File: src/rtl/calc_pkg.sv
// Shared constants for the calculator keypad entry controller:
// key map, operator codes and button indices.
package calc_pkg;

    localparam logic [3:0] BLANK = 4'hF;

    localparam int KEY_CLR  = 10;
    localparam int KEY_BKSP = 11;
    localparam int KEY_OP0  = 12;

    localparam logic [2:0] OP_ADD = 3'd0;
    localparam logic [2:0] OP_SUB = 3'd1;
    localparam logic [2:0] OP_MUL = 3'd2;
    localparam logic [2:0] OP_DIV = 3'd3;
    localparam logic [2:0] OP_MOD = 3'd4;
    localparam logic [2:0] OP_AND = 3'd5;
    localparam logic [2:0] OP_OR  = 3'd6;
    localparam logic [2:0] OP_EQ  = 3'd7;

    localparam int NBTN = 5;

    typedef enum logic [2:0] {
        B_UP,
        B_DOWN,
        B_LEFT,
        B_RIGHT,
        B_ENTER
    } btn_e;

endpackage

File: src/rtl/calc_entry_ctrl_btn_debounce.sv
// Push-button conditioner: 2-FF synchronizer, stability counter,
// and a one-cycle pulse on each accepted press.
module btn_debounce #(
    parameter int DEB_CYCLES = 250000
) (
    input  logic clk,
    input  logic rst,
    input  logic btn_i,
    output logic press_o
);

    localparam int CW = (DEB_CYCLES > 1) ? $clog2(DEB_CYCLES) : 1;

    logic          s1_q, s2_q;
    logic          stab_q, stab_d;
    logic          prev_q;
    logic [CW-1:0] cnt_q, cnt_d;

    always_comb begin
        stab_d = stab_q;
        cnt_d  = '0;
        if (s2_q != stab_q) begin
            if (cnt_q == CW'(DEB_CYCLES - 1)) begin
                stab_d = ~stab_q;
            end else begin
                cnt_d = cnt_q + CW'(1);
            end
        end
    end

    always_ff @(posedge clk or posedge rst) begin
        if (rst) begin
            s1_q   <= 1'b0;
            s2_q   <= 1'b0;
            stab_q <= 1'b0;
            prev_q <= 1'b0;
            cnt_q  <= '0;
        end else begin
            s1_q   <= btn_i;
            s2_q   <= s1_q;
            stab_q <= stab_d;
            prev_q <= stab_q;
            cnt_q  <= cnt_d;
        end
    end

    assign press_o = stab_q & ~prev_q;

endmodule

File: src/rtl/calc_entry_ctrl.sv
// Keypad entry controller: cursor navigation over the on-screen keypad,
// digit buffer editing and operator issue to the ALU.
module calc_entry_ctrl
    import calc_pkg::*;
#(
    parameter int COLS       = 4,
    parameter int ROWS       = 5,
    parameter int NDIG       = 10,
    parameter int DEB_CYCLES = 250000
) (
    input  logic              CLK,
    input  logic              RESET,
    input  logic              BTN_UP,
    input  logic              BTN_DOWN,
    input  logic              BTN_LEFT,
    input  logic              BTN_RIGHT,
    input  logic              BTN_ENTER,
    output logic [4:0]        POS,
    output logic [4*NDIG-1:0] numeros,
    output logic [3:0]        DIGIT_COUNT,
    output logic              FULL,
    output logic              OP_VALID,
    output logic [2:0]        OP_CODE,
    input  logic              OP_READY
);

    logic [NBTN-1:0] raw, press;

    assign raw = {BTN_ENTER, BTN_RIGHT, BTN_LEFT, BTN_DOWN, BTN_UP};

    for (genvar i = 0; i < NBTN; i++) begin : g_deb
        btn_debounce #(.DEB_CYCLES(DEB_CYCLES)) u_deb (
            .clk     (CLK),
            .rst     (RESET),
            .btn_i   (raw[i]),
            .press_o (press[i])
        );
    end

    logic [4:0]        pos_q, pos_d;
    logic [4*NDIG-1:0] num_q, num_d;
    logic [3:0]        cnt_q, cnt_d;
    logic              full_q, full_d;
    logic              opv_q, opv_d;
    logic [2:0]        opc_q, opc_d;
    int                row, col, key;

    always_comb begin
        pos_d  = pos_q;
        num_d  = num_q;
        cnt_d  = cnt_q;
        full_d = 1'b0;
        opv_d  = opv_q;
        opc_d  = opc_q;
        key    = int'(pos_q);
        row    = key / COLS;
        col    = key % COLS;

        // Operand is consumed together with the operator
        if (opv_q && OP_READY) begin
            opv_d = 1'b0;
            num_d = {NDIG{BLANK}};
            cnt_d = '0;
        end

        if (press[B_ENTER]) begin
            if (!opv_q) begin
                unique case (1'b1)
                    (key < KEY_CLR): begin
                        if (cnt_q < 4'(NDIG)) begin
                            num_d = {num_q[4*NDIG-5:0], pos_q[3:0]};
                            cnt_d = cnt_q + 4'd1;
                        end else begin
                            full_d = 1'b1;
                        end
                    end
                    (key == KEY_CLR): begin
                        num_d = {NDIG{BLANK}};
                        cnt_d = '0;
                    end
                    (key == KEY_BKSP): begin
                        if (cnt_q != 4'd0) begin
                            num_d = {BLANK, num_q[4*NDIG-1:4]};
                            cnt_d = cnt_q - 4'd1;
                        end
                    end
                    default: begin
                        opv_d = 1'b1;
                        opc_d = 3'(key - KEY_OP0);
                    end
                endcase
            end
        end else if (press[B_UP]) begin
            pos_d = 5'(((row == 0) ? ROWS - 1 : row - 1) * COLS + col);
        end else if (press[B_DOWN]) begin
            pos_d = 5'(((row == ROWS - 1) ? 0 : row + 1) * COLS + col);
        end else if (press[B_LEFT]) begin
            pos_d = 5'(row * COLS + ((col == 0) ? COLS - 1 : col - 1));
        end else if (press[B_RIGHT]) begin
            pos_d = 5'(row * COLS + ((col == COLS - 1) ? 0 : col + 1));
        end
    end

    always_ff @(posedge CLK or posedge RESET) begin
        if (RESET) begin
            pos_q  <= '0;
            num_q  <= {NDIG{BLANK}};
            cnt_q  <= '0;
            full_q <= 1'b0;
            opv_q  <= 1'b0;
            opc_q  <= '0;
        end else begin
            pos_q  <= pos_d;
            num_q  <= num_d;
            cnt_q  <= cnt_d;
            full_q <= full_d;
            opv_q  <= opv_d;
            opc_q  <= opc_d;
        end
    end

    assign POS         = pos_q;
    assign numeros     = num_q;
    assign DIGIT_COUNT = cnt_q;
    assign FULL        = full_q;
    assign OP_VALID    = opv_q;
    assign OP_CODE     = opc_q;

endmodule

File: config.mk
export PLATFORM = sky130hd
export DESIGN_NAME = calc_entry_ctrl
export DESIGN_NICKNAME = d
export VERILOG_FILES = /design/src/rtl/calc_pkg.sv /design/src/rtl/calc_entry_ctrl_btn_debounce.sv /design/src/rtl/calc_entry_ctrl.sv
export SDC_FILE = /design/constraint.sdc
export NUM_CORES = 1
export LEC_CHECK = 0
export CORE_ASPECT_RATIO = 2
export CORE_MARGIN = 2
export CORE_UTILIZATION = 55
export DETAILED_ROUTE_END_ITERATION = 8
export GPL_TIMING_DRIVEN = 0
export PLACE_DENSITY = 0.8
export SYNTH_ARGS = -nofsm -noshare
export SYNTH_HDL_FRONTEND = slang
export SYNTH_SLANG_ARGS = --single-unit
File: constraint.sdc
create_clock -name CLK -period 5.95 [get_ports CLK]
set_input_delay 1.19 -clock CLK [delete_from_list [all_inputs] [get_ports CLK]]
set_output_delay 1.19 -clock CLK [all_outputs]
set_load 0.03 [all_outputs]
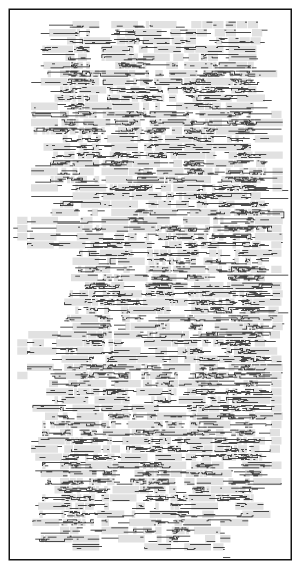
Fig. 1. M1 wires (run 1).
Drawn at 3 px/µm.
wire length on this layer = 7580 µm
nets with wire on the layer = 913

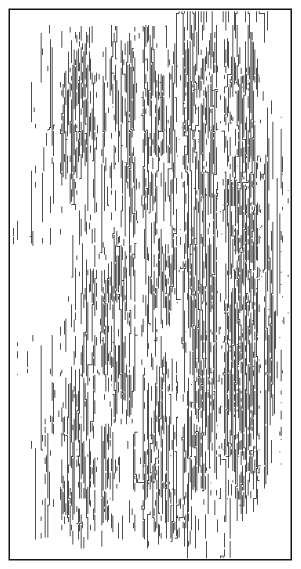
Fig. 2. The metal 2 layer (run 1).
Drawn at 3 px/µm.
longest straight run = 52.4 µm
main direction = vertical
GR Util met2: 0.494
routed vias: 7500

==> run_results.csv, run 1 <==
group,metric,value,unit
grt,grt_use_total,0.269,
final_timing,worst_pin_slew,0.738,ns
synth,flop_cell,"dfrtp_1",
pwr,p_sw,0.000551,W
pwr,cellPowerDensity,220,nW/µm²
detailed_routing,drt_first_pass_iters,5,
final_timing,rsz0062_at_grt,"false",
critical_path,startpoint,"POS[1]",
die,die_h,183,µm
pwr,peakVddDrop,0.180,mV
synth,yosys_warnings,0,
clock_network,clockRootBuffer,"clkbuf_16",
clock_network,cts_hold_buf,0,
pwr,total_power,0.00226,W
critical_path,r2r_slack,3.48,ns
critical_path,worstSetupPathType,"flop to output port",
pwr,leakagePower,4.15,nW
detailed_routing,wl_per_cell,18.6,µm
pwr,p_sw_frac,0.243,
die,fp_util,0.562,
synth,top_cells_by_count,"dfrtp_1, nor2_1, nand3_1, a21oi_1, nand2_1",
die,placementRows,65,
clock_network,cts.sinks,164,
clock_network,cts_setup_buffers,0,
die,die_w,93.5,µm
final_timing,max-slew-margin-rel,0.507,
critical_path,ff2ff_path_depth,7,
synth,yosys.cell_count.top_type,"dfrtp_1",
clock_network,clk_pin_slew,0.07,ns
critical_path,path_cells,"clkdlybuf4s50_1",
critical_path,critPathMaxStageDelay,0.78,ns
final_timing,setup_ws,3.03,ns
critical_path,cp_max_fo,8,
critical_path,r2r_start,"POS[0]",
synth,yosys.area.top_type,"dfrtp_1",
critical_path,r2r-end,"numeros[15]",
detailed_routing,route.detailed.drc,0,
worst_hold_path,hp-start,"g_deb[3].u_deb.s1_q",
clock_network,cts_resized,0,
clock_network,ctsHtreeMaxLevel,4,
place,globalplace.congestion,0.894,
synth,ys_seq_share,0.471,
critical_path,critPathTopFamily,"buffers and inverters",
layout,stdcell_area,10300,µm²
clock_network,clk_latency,0.44,ns
layout,nets,997,
job,maxCapViolations,0,
worst_hold_path,min_path_type,"flop to flop",
final_timing,finalClockPeriodUsage,0.491,
synth,syn-cell-area,8810,µm²
job,tool_warnings,34,
detailed_routing,vias_per_cell,6.32,
final_timing,fmax,0.342,GHz
synth,edf_count,0,
synth,topCellsByArea,"dfrtp_1, dfstp_2, nor2_1",
grt,grt_pass1_vias,7626,
final_timing,setup_viol,0,
critical_path,cp.required,4.76,ns
clock_network,cts_buffer_depth,2,
grt,overflow,0,
layout,fill_cells,1284,
place,pre_cts_slack,2.80,ns
status,outcome,"finished clean",
die,io_pins,62,
synth,synth_area_per_cell,9.88,µm²
place,io_buffers,61,
synth,top_area_frac,0.352,
synth,syn_nets,916,
synth,yosysCellCount,892,
pwr,power_frac_clock,0.461,
critical_path,cp_num_cells,1,
synth,synth_flop_count,164,
layout,area_growth,16.5,%
final_timing,fin_skew,0.00820,ns
die,core_area,15700,µm²
pwr,seqPwrFrac,0.504,
pwr,combPwrFrac,0.035,
place,dpl_cell_area,9710,µm²
detailed_routing,first_iter_violations,442,
synth,synth_cells,892,
final_timing,slew_violations,0,
detailed_routing,ant_nets,0,
critical_path,crit_path_top_delay_cell,"clkdlybuf4s50_1",
layout,drive_gt1_frac,0.137,
worst_hold_path,hold_end,"g_deb[3].u_deb.s2_q",
pwr,intPower,0.00171,W
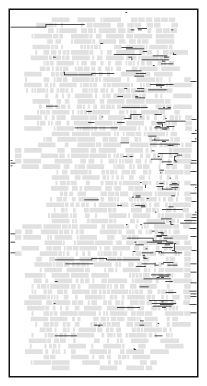
Fig. 3. Metal 3 (run 1).
Drawn at 2 px/µm.
share of all routed wire = 3.8%
nets with wire on the layer = 120
main direction = horizontal
met3 Resource Use GR: 0.0394
Detailed Route WL: 22000 µm

-- run 1: power by group through the flow --
stage | Combinational, W | Clock [W] | Sequential [W]
5_1_grt | 0.0000901 | 0.00110 | 0.00114
2_1_floorplan | 0.0000524 | 0 | 0.00116
3_3_place_gp | 0.0000759 | 0 | 0.00116
3_5_place_dp | 0.0000804 | 0 | 0.00116
4_1_cts | 0.0000807 | 0.00106 | 0.00114
6_report | 0.0000785 | 0.00104 | 0.00114
-- run 1: area by class of cell --
class	instances	area [µm²]	area share
Multi-Input combinational cell	642	4270	0.416
Inverter	40	158	0.0153
Tap cell	201	251	0.0245
Buffer	46	239	0.0233
Timing Repair Buffer	62	638	0.0621
Clock inverter	14	121	0.0118
Sequential cell	164	4150	0.404
Clock buffer	18	439	0.0428
-- run 1: worst reg2reg max path: stages (launching register included) --
cell and delay [ns]:
dfrtp_1 0.47, inv_1 0.12, ha_1 0.24, nor2_1 0.26
o22ai_2 0.17, nand2_1 0.30, clkbuf_1 0.57, o22ai_1 0.23
-- run 1: per-stage QoR --
step | hold WS, ns | cells | setup TNS (ns)
4_1_cts | 0.353 | 1187 | 0
3_3_place_gp | 0.335 | 1154 | -231.97
6_report | 0.351 | 1187 | 0
5_1_grt | 0.358 | 1187 | 0
3_5_place_dp | 0.337 | 1155 | 0
2_1_floorplan | 0.331 | 892 | 0
-- run 1: state kept, by name, indices dropped and copies added, names as in the netlist, 2 cells and up, named ones only --
name and count:
g_deb.u_deb.cnt_q 90, numeros 40, g_deb.u_deb.prev_q 5, g_deb.u_deb.s1_q 5, g_deb.u_deb.s2_q 5, g_deb.u_deb.stab_q 5
DIGIT_COUNT 4, OP_CODE 3, POS 2
-- run 1: cells in the final DEF, fill, tap and decap left out, drive strengths merged, types with 6 or more instances in the layout --
cell and n:
o22ai 26, o41ai 6, a2111oi 20, o21ai 16
and3 11, clkinv 6, or4 15, nand2 42
clkdlybuf4s50 61, clkbuf 37, inv 46, nor2 108
ha 16, nor3 17, or3 11, o31ai 15
nor4 37, nand4 22, nand3 61, a21oi 47
xor2 31, buf 28, a221oi 35, dfrtp 124
and4 6, xnor2 33, dfstp 40, mux2 9
-- run 1: metal layers --
metal | global-route usage | routed length, µm
met5 | 0 | 0
met4 | 0.185 | 1390
met3 | 0.0394 | 841
met2 | 0.494 | 12200
met1 | 0.270 | 7580
-- run 1: logic make-up (layout without fill, tap and decap cells) --
logic type,count (synthesis),after routing,share of synthesized area
AND-OR/OR-AND,185,185,0.161
XOR/XNOR,64,64,0.0636
adder cells (fa/ha/maj),16,16,0.0227
buffers and inverters,86,180,0.0441
flip-flops,164,164,0.471
multiplexers,12,12,0.0149
other,1,1,0.000425
AND/OR/NAND/NOR,364,364,0.222
Fig. 4: run 1, congestion heat map
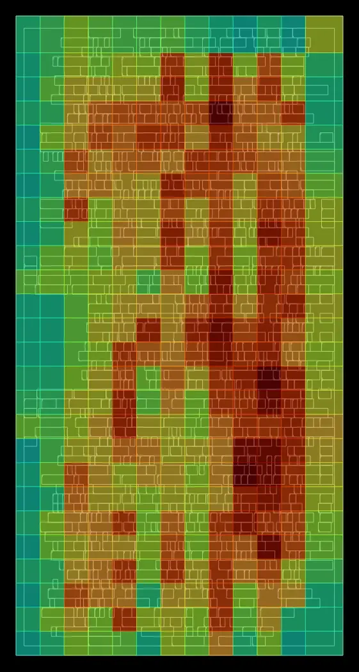

--- run 2 (diff from run 1) ---
--- a/config.mk
+++ b/config.mk
@@ -7,10 +7,10 @@
 export LEC_CHECK = 0
 export CORE_ASPECT_RATIO = 2
 export CORE_MARGIN = 2
-export CORE_UTILIZATION = 55
+export CORE_UTILIZATION = 54
 export DETAILED_ROUTE_END_ITERATION = 8
 export GPL_TIMING_DRIVEN = 0
-export PLACE_DENSITY = 0.8
+export PLACE_DENSITY = 0.82
 export SYNTH_ARGS = -nofsm -noshare
 export SYNTH_HDL_FRONTEND = slang
 export SYNTH_SLANG_ARGS = --single-unit
==> constraint.sdc (replaced) <==
create_clock -name CLK -period 2.3 [get_ports CLK]
set_input_delay 0.46 -clock CLK [delete_from_list [all_inputs] [get_ports CLK]]
set_output_delay 0.46 -clock CLK [all_outputs]
set_load 0.03 [all_outputs]
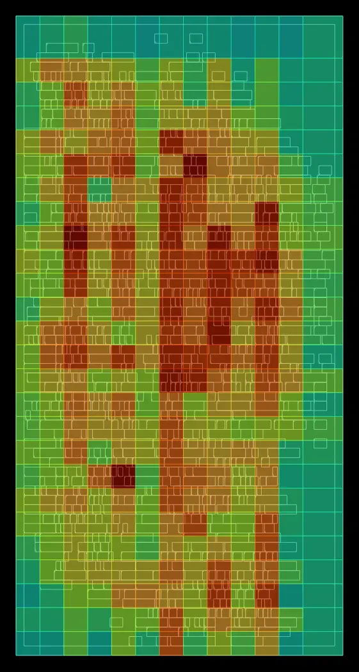
Fig. 5. Congestion heat map (run 2).
GR peak layer: met2
met3 Resource Use GR: 0.0417
drt wl/cell: 17.9 µm

==> run 2 against run 1 <==
Count of clock-buffer cells in the layout up 2; via count is 2.1% higher; synthesized cell count unchanged; core utilization grew 0.21 points; clock skew rose by 0.0035 ns; combinational power increased to 2.7 times the previous value; final cell count is 0.84% higher; power rose to 2.9 times the previous value; global-route usage fell by 1.3 points; sequential power rose to 2.6 times the previous value; first-iteration DRC count grew 53%; critical path type is now flop to flop; largest cell class unchanged.
==> run_results.csv, run 2 <==
group,metric,value,unit
synth,yosys_warnings,0,
layout,stdcell_area,10600,µm²
layout,lay_top_count,"dfrtp_1",
final_timing,fmax,0.452,GHz
layout,largest_reg_flops,90,
synth,top_area_frac,0.352,
detailed_routing,drt_first_pass_iters,5,
job,maxCapViolations,0,
clock_network,ctsHtreeMaxLevel,4,
synth,flop_cell,"dfrtp_1",
layout,nets,1004,
synth,edf_count,0,
place,io_buffers,61,
critical_path,cp.required,2.65,ns
synth,syn-cell-area,8810,µm²
pwr,total_power,0.00651,W
synth,topCellsByArea,"dfrtp_1, dfstp_2, nor2_1",
final_timing,worst_pin_slew,0.820,ns
status,outcome,"finished clean",
layout,lay_top_cells,"dfrtp_1, nor2_1, clkdlybuf4s50_1, nand3_1, a21oi_1",
pwr,cellPowerDensity,616,nW/µm²
final_timing,finalClockPeriodUsage,0.962,
synth,synth_cells,892,
synth,ys_seq_share,0.471,
critical_path,worstSetupPathType,"flop to flop",
pwr,leakagePower,4.27,nW
synth,top_cells_by_count,"dfrtp_1, nor2_1, nand3_1, a21oi_1, nand2_1",
clock_network,cts.sinks,164,
place,dpl_cell_area,9770,µm²
layout,top_register,"g_deb.u_deb.cnt_q",
detailed_routing,vias_per_cell,6.40,
layout,area_growth,19.9,%
detailed_routing,vias,7656,
final_timing,setup_viol,0,
die,die_h,185,µm
layout,drive_gt1_frac,0.160,
clock_network,clockRootBuffer,"clkbuf_16",
synth,yosys.area.top_type,"dfrtp_1",
final_timing,fin_skew,0.0117,ns
synth,syn_nets,916,
die,placementRows,66,
die,io_pins,62,
detailed_routing,ant_nets,0,
[run 2: metal layers]
metal,GRT usage,vias to the layer above,share of wire
met5,0,-,0
met1,0.341,3734,0.42
met3,0.0417,60,0.064
met4,0.0974,0,0.024
met2,0.417,352,0.50
li1,-,3510,-
[run 2: area by class of cell]
| cell class | count | area, µm² | share of cell area |
|---|---|---|---|
| plain buffers | 46 | 249 | 0.0236 |
| inverters | 40 | 154 | 0.0146 |
| multi-input cells | 642 | 4340 | 0.410 |
| well taps | 204 | 255 | 0.0241 |
| clock buffers | 20 | 437 | 0.0413 |
| repair buffers | 69 | 728 | 0.0689 |
| flip-flops and latches | 164 | 4160 | 0.393 |
| clock inverters | 12 | 253 | 0.0239 |
[run 2: through the flow]
stage          hold WS [ns]  cells  worst slack (ns)  TNS, ns
2_1_floorplan         0.331    892            -0.212   -26.30
3_3_place_gp          0.333   1157             -1.49  -213.00
3_5_place_dp          0.341   1161            -0.124    -1.18
4_1_cts               0.355   1194            0.0522        0
5_1_grt               0.358   1197           -0.0276  -0.0498
6_report              0.353   1197            0.0871        0
[run 2: cells by family (layout without fill, tap and decap cells)]
group           Yosys count  count (layout)  synth area share
xor+xnor                 64              64            0.0636
simple gates            364             364             0.222
flops                   164             164             0.471
other cells               1               1          0.000425
fa+ha+maj                16              16            0.0227
buf+inv                  86             187            0.0441
mux                      12              12            0.0149
compound gates          185             185             0.161
[run 2: critical path, stage by stage (launching register included)]
cell and delay, ns:
dfrtp_2 0.37, inv_1 0.08, ha_1 0.26, ha_1 0.26, or4b_2 0.66, o311ai_0 0.15, a31oi_1 0.17, a21oi_1 0.17
[run 2: report_power, final]
part / internal [W] / switching [W] / total [W]
combinational: 0.0000814 / 0.000134 / 0.000215
clock: 0.00216 / 0.00118 / 0.00334
sequential: 0.00292 / 0.0000338 / 0.00296
total: 0.00516 / 0.00135 / 0.00651
[run 2: timing repair]
item                       4_1_cts  5_1_grt
resized                          5       24
buffers inserted                 1        3
setup endpoints to repair       22       31
[run 2: worst paths after layout]
kind,startpoint,cells past startpoint,endpoint
max in group asynchronous,RESET,4,numeros[8]
worst min-delay path,g_deb[0].u_deb.s1_q,0,g_deb[0].u_deb.s2_q
min in group asynchronous,RESET,2,g_deb[1].u_deb.cnt_q[0]
worst min register to register,g_deb[0].u_deb.s1_q,0,g_deb[0].u_deb.s2_q
worst max register to register,flop,7,flop
worst max-delay path,flop,7,flop
No activity file was given, so power comes from the tool's default toggle rates.
